<file path="src/rtl/ip2_scan_out_capture_if.sv">
// ip2_scan_out_capture_if: control, scan stream and capture result bundle for the ip2 scan-out capture block.
interface ip2_scan_out_capture_if #(parameter int DEPTH = 768);
  logic             enable;
  logic [5:0]       clk_counter;
  logic [5:0]       sample_phase;
  logic             capture_start;
  logic [10:0]      capture_len;
  logic             scan_out;
  logic             expected_bit;
  logic [DEPTH-1:0] capture_reg;
  logic [10:0]      bit_cnt;
  logic             sample_strobe;
  logic             busy;
  logic             status_done;
  logic [10:0]      mismatch_cnt;
  modport master (
    output enable, clk_counter, sample_phase, capture_start, capture_len, scan_out, expected_bit,
    input  capture_reg, bit_cnt, sample_strobe, busy, status_done, mismatch_cnt
  );
  modport slave (
    input  enable, clk_counter, sample_phase, capture_start, capture_len, scan_out, expected_bit,
    output capture_reg, bit_cnt, sample_strobe, busy, status_done, mismatch_cnt
  );
endinterface

</file>
<file path="src/rtl/ip2_scan_out_capture.sv">
// ip2_scan_out_capture: samples scan_out once per bxclk phase match and de-serialises it into capture_reg.
// Optional per-bit compare against expected_bit when CMS_PIX28_SCAN_CAPTURE_COMPARE_EN is defined.
module ip2_scan_out_capture #(
  parameter int DEPTH    = 768,
  parameter int SYNC_STG = 2
) (
  input logic clk,
  input logic reset_not,
  ip2_scan_out_capture_if.slave bus
);
  typedef enum logic [1:0] {IDLE, ARM, CAPTURE, DONE} state_t;
  localparam logic [10:0] DEPTH_L = 11'(DEPTH);
  state_t           state_q;
  logic [SYNC_STG-1:0] sync_q;
  logic [DEPTH-1:0] capture_reg_q, capture_reg_d;
  logic [10:0]      bit_cnt_q, bit_cnt_d, eff_len_q, eff_len_d, mismatch_cnt_q, mismatch_cnt_d;
  logic             sample_strobe_q, busy_q, status_done_q;
  logic             scan_sync, hit;
  assign scan_sync = sync_q[SYNC_STG-1];
  assign hit       = bus.clk_counter == bus.sample_phase;
  always_comb begin
    capture_reg_d = capture_reg_q >> 1;
    capture_reg_d[DEPTH-1] = scan_sync;
    bit_cnt_d = bit_cnt_q + 11'd1;
    eff_len_d = bus.capture_len > DEPTH_L ? DEPTH_L : bus.capture_len;
`ifdef CMS_PIX28_SCAN_CAPTURE_COMPARE_EN
    mismatch_cnt_d = (scan_sync != bus.expected_bit && mismatch_cnt_q != 11'h7FF) ? mismatch_cnt_q + 11'd1 : mismatch_cnt_q;
`else
    mismatch_cnt_d = 11'd0;
`endif
  end
  always_ff @(posedge clk or negedge reset_not) begin
    if (!reset_not) begin
      state_q         <= IDLE;
      sync_q          <= '0;
      capture_reg_q   <= '0;
      bit_cnt_q       <= '0;
      eff_len_q       <= '0;
      mismatch_cnt_q  <= '0;
      sample_strobe_q <= 1'b0;
      busy_q          <= 1'b0;
      status_done_q   <= 1'b0;
    end else begin
      sync_q          <= {sync_q[SYNC_STG-2:0], bus.scan_out};
      sample_strobe_q <= 1'b0;
      if (!bus.enable) begin
        state_q <= IDLE;
        busy_q  <= 1'b0;
      end else begin
        case (state_q)
          IDLE, DONE: if (bus.capture_start) begin
            capture_reg_q  <= '0;
            bit_cnt_q      <= '0;
            mismatch_cnt_q <= '0;
            eff_len_q      <= eff_len_d;
            status_done_q  <= eff_len_d == 11'd0;
            busy_q         <= eff_len_d != 11'd0;
            state_q        <= eff_len_d == 11'd0 ? DONE : ARM;
          end
          // first phase match only aligns to the bxclk period
          ARM: if (hit) state_q <= CAPTURE;
          CAPTURE: if (hit) begin
            capture_reg_q   <= capture_reg_d;
            bit_cnt_q       <= bit_cnt_d;
            mismatch_cnt_q  <= mismatch_cnt_d;
            sample_strobe_q <= 1'b1;
            if (bit_cnt_d == eff_len_q) begin
              state_q       <= DONE;
              status_done_q <= 1'b1;
              busy_q        <= 1'b0;
            end
          end
          default: state_q <= IDLE;
        endcase
      end
    end
  end
  assign bus.capture_reg   = capture_reg_q;
  assign bus.bit_cnt       = bit_cnt_q;
  assign bus.sample_strobe = sample_strobe_q;
  assign bus.busy          = busy_q;
  assign bus.status_done   = status_done_q;
  assign bus.mismatch_cnt  = mismatch_cnt_q;
endmodule
</file>
<file path="src/flat_wrapper.sv">
// flat-port wrapper written by rule: the top's interface ports become plain ports
module ip2_scan_out_capture_flat 
#(
  parameter int DEPTH    = 768,
  parameter int SYNC_STG = 2
)
  (clk, reset_not, bus_enable, bus_clk_counter, bus_sample_phase, bus_capture_start, bus_capture_len, bus_scan_out, bus_expected_bit, bus_capture_reg, bus_bit_cnt, bus_sample_strobe, bus_busy, bus_status_done, bus_mismatch_cnt);
  ip2_scan_out_capture_if #(.DEPTH(DEPTH)) bus_i ();
  input logic clk;
  input logic reset_not;
  input wire logic [$bits(bus_i.enable)-1:0] bus_enable;
  input wire logic [$bits(bus_i.clk_counter)-1:0] bus_clk_counter;
  input wire logic [$bits(bus_i.sample_phase)-1:0] bus_sample_phase;
  input wire logic [$bits(bus_i.capture_start)-1:0] bus_capture_start;
  input wire logic [$bits(bus_i.capture_len)-1:0] bus_capture_len;
  input wire logic [$bits(bus_i.scan_out)-1:0] bus_scan_out;
  input wire logic [$bits(bus_i.expected_bit)-1:0] bus_expected_bit;
  output wire logic [$bits(bus_i.capture_reg)-1:0] bus_capture_reg;
  output wire logic [$bits(bus_i.bit_cnt)-1:0] bus_bit_cnt;
  output wire logic [$bits(bus_i.sample_strobe)-1:0] bus_sample_strobe;
  output wire logic [$bits(bus_i.busy)-1:0] bus_busy;
  output wire logic [$bits(bus_i.status_done)-1:0] bus_status_done;
  output wire logic [$bits(bus_i.mismatch_cnt)-1:0] bus_mismatch_cnt;
  assign bus_i.enable = bus_enable;
  assign bus_i.clk_counter = bus_clk_counter;
  assign bus_i.sample_phase = bus_sample_phase;
  assign bus_i.capture_start = bus_capture_start;
  assign bus_i.capture_len = bus_capture_len;
  assign bus_i.scan_out = bus_scan_out;
  assign bus_i.expected_bit = bus_expected_bit;
  assign bus_capture_reg = bus_i.capture_reg;
  assign bus_bit_cnt = bus_i.bit_cnt;
  assign bus_sample_strobe = bus_i.sample_strobe;
  assign bus_busy = bus_i.busy;
  assign bus_status_done = bus_i.status_done;
  assign bus_mismatch_cnt = bus_i.mismatch_cnt;
  ip2_scan_out_capture #(.DEPTH(DEPTH), .SYNC_STG(SYNC_STG)) u_core (.clk(clk), .reset_not(reset_not), .bus(bus_i));
endmodule
</file>
<file path="config.mk">
export PLATFORM = sky130hd
export DESIGN_NAME = ip2_scan_out_capture_flat
export DESIGN_NICKNAME = d
export VERILOG_FILES = /design/src/rtl/ip2_scan_out_capture_if.sv /design/src/rtl/ip2_scan_out_capture.sv /design/src/flat_wrapper.sv
export SDC_FILE = /design/constraint.sdc
export NUM_CORES = 1
export LEC_CHECK = 0
export CORE_AREA = 3 3 322 324
export CTS_CLUSTER_SIZE = 8
export DETAILED_ROUTE_END_ITERATION = 8
export DIE_AREA = 0 0 325 327
export MAX_ROUTING_LAYER = met4
export SKIP_LAST_GASP = 1
export SLEW_MARGIN = 20
export SYNTH_ARGS = -nofsm -noshare
export SYNTH_HDL_FRONTEND = slang
export SYNTH_SLANG_ARGS = --single-unit
</file>
<file path="constraint.sdc">
create_clock -name clk -period 2.8 [get_ports clk]
set_clock_uncertainty 0.05 [all_clocks]
set_input_delay 0.56 -clock clk [delete_from_list [all_inputs] [get_ports clk]]
set_output_delay 0.56 -clock clk [all_outputs]
set_load 0.005 [all_outputs]
</file>
==> Implementation_results.wiki <==
== Implementation results ==
{| class="wikitable"
! Metric !! Value
|-
| Run status || finished clean
|-
| Area fraction in xor and xnor cells || 0.005387
|-
| Post-synthesis instance area || roughly 0.029 mm²
|-
| Proportion of cell area occupied by multi-input gates || 0.1850
|-
| Final-report hold violation count || 0
|-
| Largest net degree at the start of global routing || 68
|-
| Layout inverter count without the clock tree || 7
|-
| Pre-Repair DR Iteration Count || 7
|-
| Number of buffers created by CTS || about 110
|-
| Number of synthesized register bits || 797
|-
| Fill cell total of the finished layout || 9357
|-
| Number of slew-limit violations in the final report || 0
|-
| Warnings from Yosys || 0
|-
| Crit path setup slack, layout || 0.3256 ns
|-
| Post-Syn Area per Cell || 14.62 µm²
|-
| Maximum single-stage delay on the critical path || 0.61 ns
|-
| Number of clock buffers in the layout || 113
|-
| Actual transition at the worst max-transition pin || between 0.7 and 0.8 ns
|-
| Initial standard-cell utilization of the core || 0.2816
|-
| Number of buffers on the longest clock path || 3
|-
| RSZ-0062 raised after global routing || false
|-
| Sequential group share of total power || 0.450
|-
| Commonest Layout Cell || clkdlybuf4s50_1
|-
| Type of element capturing the critical path || output pin
|-
| TritonCTS clock tree || done
|-
| Logic family by area || AND-OR/OR-AND gates
|-
| Crit path launch type || flop
|-
| FF+latch count || 797
|-
| Post-detailed-placement cell area || 0.03921 mm²
|-
| Flip-flop count of the largest register after layout || about 770
|-
| Cell with the largest stage delay on the worst path || dfrtp_1
|-
| Internal portion of total power || 19.46 mW
|-
| Sink Count || ~800
|-
| Setup violation total in the final timing report || 0
|-
| Critical path cell sequence || clkdlybuf4s50_1
|-
| Most frequent cells in the layout || 808 x clkdlybuf4s50_1, 797 x dfrtp_1, 750 x a22o_1
|-
| Worst vdd rail ir drop || 0.0005071 V
|-
| Wire length of the first global-routing pass || 138.5 mm
|-
| AND/OR/NAND/NOR Cells, Area Fraction || 0.02002
|-
| Vias per inst || 4.941
|-
| Overall power consumption || 26.07 mW
|-
| Detailed Route Iter0 Violations || 1302
|-
| Hold WC Path Type || reg -> reg
|-
| Final period util || 0.8837
|-
| Count of standard-cell rows || 117
|-
| Number of hold buffers added after CTS || 1
|-
| Count of maximum capacitance violations || 0
|-
| Cell count after placement || ~4100
|-
| Worst Setup Path Type || reg -> out
|-
| Crit path required time || 2.19 ns
|-
| Vertical die size || 327 µm
|-
| Power share of the clock group || 0.453
|-
| TNS Setup || 0 ns
|-
| Relative max-transition margin || 0.4742
|-
| Area delta synth->final || 47.62%
|-
| Register clock-pin slew on the reported worst setup and hold paths || 0.05 ns
|-
| Area occupied by multi-input gates || 0.007801 mm²
|-
| Count of library flops with an enable pin || 0
|-
| Root buffer cell || clkbuf_16
|-
| Non-clock buffer total of the final layout || 954
|-
| Antenna Cells || 0
|-
| Biggest consumer || clock
|-
| Cell count listed in synth_stat.txt || ~2000
|-
| Post-layout min period || 2.474 ns
|-
| Post-synthesis share of cell area spent on full adders, half adders and majority gates || 0.001752
|-
| Post-detail-place hpwl || ~66 mm
|-
| Net count, final || 2874
|-
| Count of warning messages emitted by the tools || 29
|-
| Arrival time worst endpoint || roughly 1.9 ns
|-
| Worst setup slack before clock tree synthesis || -0.3520 ns
|-
| Clock network share of area || 0.07008
|-
| Area reported by Yosys stat || 0.02857 mm²
|-
| Proportion of layout cells with a drive suffix above 1 || 0.09789
|-
| Fmax || 0.4041 GHz
|-
| Aggregate routed wire length || a little over 90 mm
|-
| Static leakage || 19.02 nW
|-
| Portion of the layout cell area used by non-clock buffers || 0.2308
|-
| Power Dens Cells || just over 600 mW/mm²
|-
| Number of buffers and inverters on the critical path || 1
|-
| Cell resize tally after clock tree synthesis || 0
|-
| Tightest hold margin || 0.2740 ns
|}
## path summary, 6_finish.rpt
check                                       startpoint                           to  slack (ns)  cells past startpoint
hold / removal                        u_core.sync_q[0]             u_core.sync_q[1]        0.27                      0
min in group asynchronous                    reset_not  u_core.bus.capture_reg[708]        0.41                      2
setup reg to reg                 u_core.bus.bit_cnt[0]       u_core.bus.status_done        0.34                      9
hold reg to reg                       u_core.sync_q[0]             u_core.sync_q[1]        0.27                      0
setup / recovery           u_core.bus.capture_reg[602]         bus_capture_reg[602]        0.33                      1
max in group asynchronous                    reset_not   u_core.bus.capture_reg[61]        1.41                      3
## Yosys cell counts (2+ instances only)
| library cell | number | area, µm² |
|---|---|---|
| dfrtp_1 | 797 | 19940 |
| a22o_1 | 750 | 6569 |
| clkbuf_1 | 101 | 379.1 |
| buf_2 | 76 | 380.4 |
| nand2_1 | 68 | 255.2 |
| o21ai_0 | 42 | 210.2 |
| nor2_1 | 16 | 60.06 |
| buf_4 | 11 | 82.58 |
| xor2_1 | 8 | 70.07 |
| a21oi_1 | 7 | 35.03 |
| inv_1 | 7 | 26.28 |
| nand3_1 | 7 | 35.03 |
| xnor2_1 | 7 | 61.31 |
| nor3_1 | 6 | 30.03 |
| nor4_1 | 5 | 31.28 |
| ha_1 | 4 | 50.05 |
| nor2b_1 | 4 | 25.02 |
| or3_1 | 4 | 25.02 |
| a21o_2 | 3 | 26.28 |
| and2_1 | 3 | 18.77 |
| o31ai_1 | 3 | 22.52 |
| nand4_1 | 2 | 12.51 |
## metal layers
metal	track usage	part of all wire	up-vias	wire, µm
met5	-	0	-	0
met4	0.07457	0.041	0	3704
met3	0.05071	0.071	171	6469
met2	0.2674	0.48	726	43550
met1	0.2072	0.41	10730	37580
li1	-	-	9214	-
Track usage over the die:
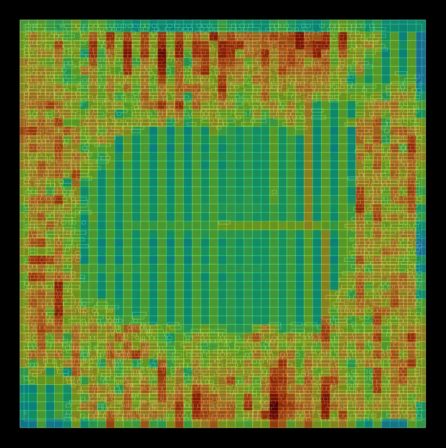
met2 layer usage reported by global route: 0.2674
met1 usage: 0.2072
average detailed-routed wire length per instance: 21.65 µm
Core Util, Final: 0.4157

Sequential cells coloured by netlist name:
Other sequential cells in the stronger grey, the rest of the logic in the fainter grey.
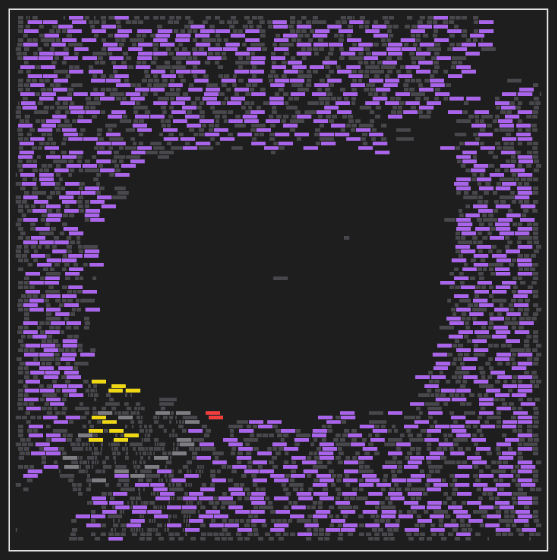
legend:
  red:
    name_in_the_netlist: `u_core.sync_q`
    placed_flops: 2
  yellow:
    name_in_the_netlist: `u_core.eff_len_q`
    placed_flops: 11
    where: lower left
  purple:
    name_in_the_netlist: `u_core.bus.capture_reg`
    placed_flops: 768
    where: all over the die
not coloured: 16
sequential share of cell area: 0.4729
power dissipated in sequential cells: 11.7 mW
flip-flop and latch area: 0.01994 mm²

Wires at chosen ports, followed through buffers:
Bar = 100 µm.
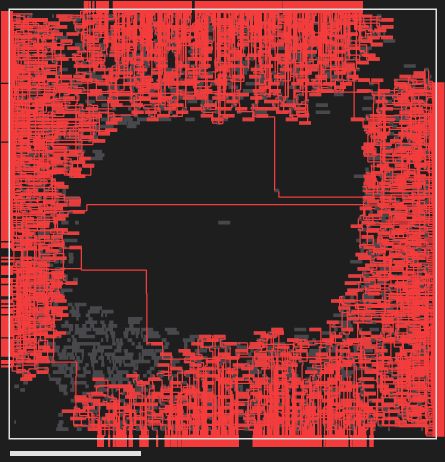
legend:
  red:
    port: `bus_capture_reg`
    bits: 768
    direction: output
    edge: 218 top, 199 right, 177 left, 174 bottom
    end_cells: 768
    buffers: 768
    wire: 49.0 mm
Buffers on Ports: 809
number of top-level pins: 822

Power and IR drop assume default switching activity.
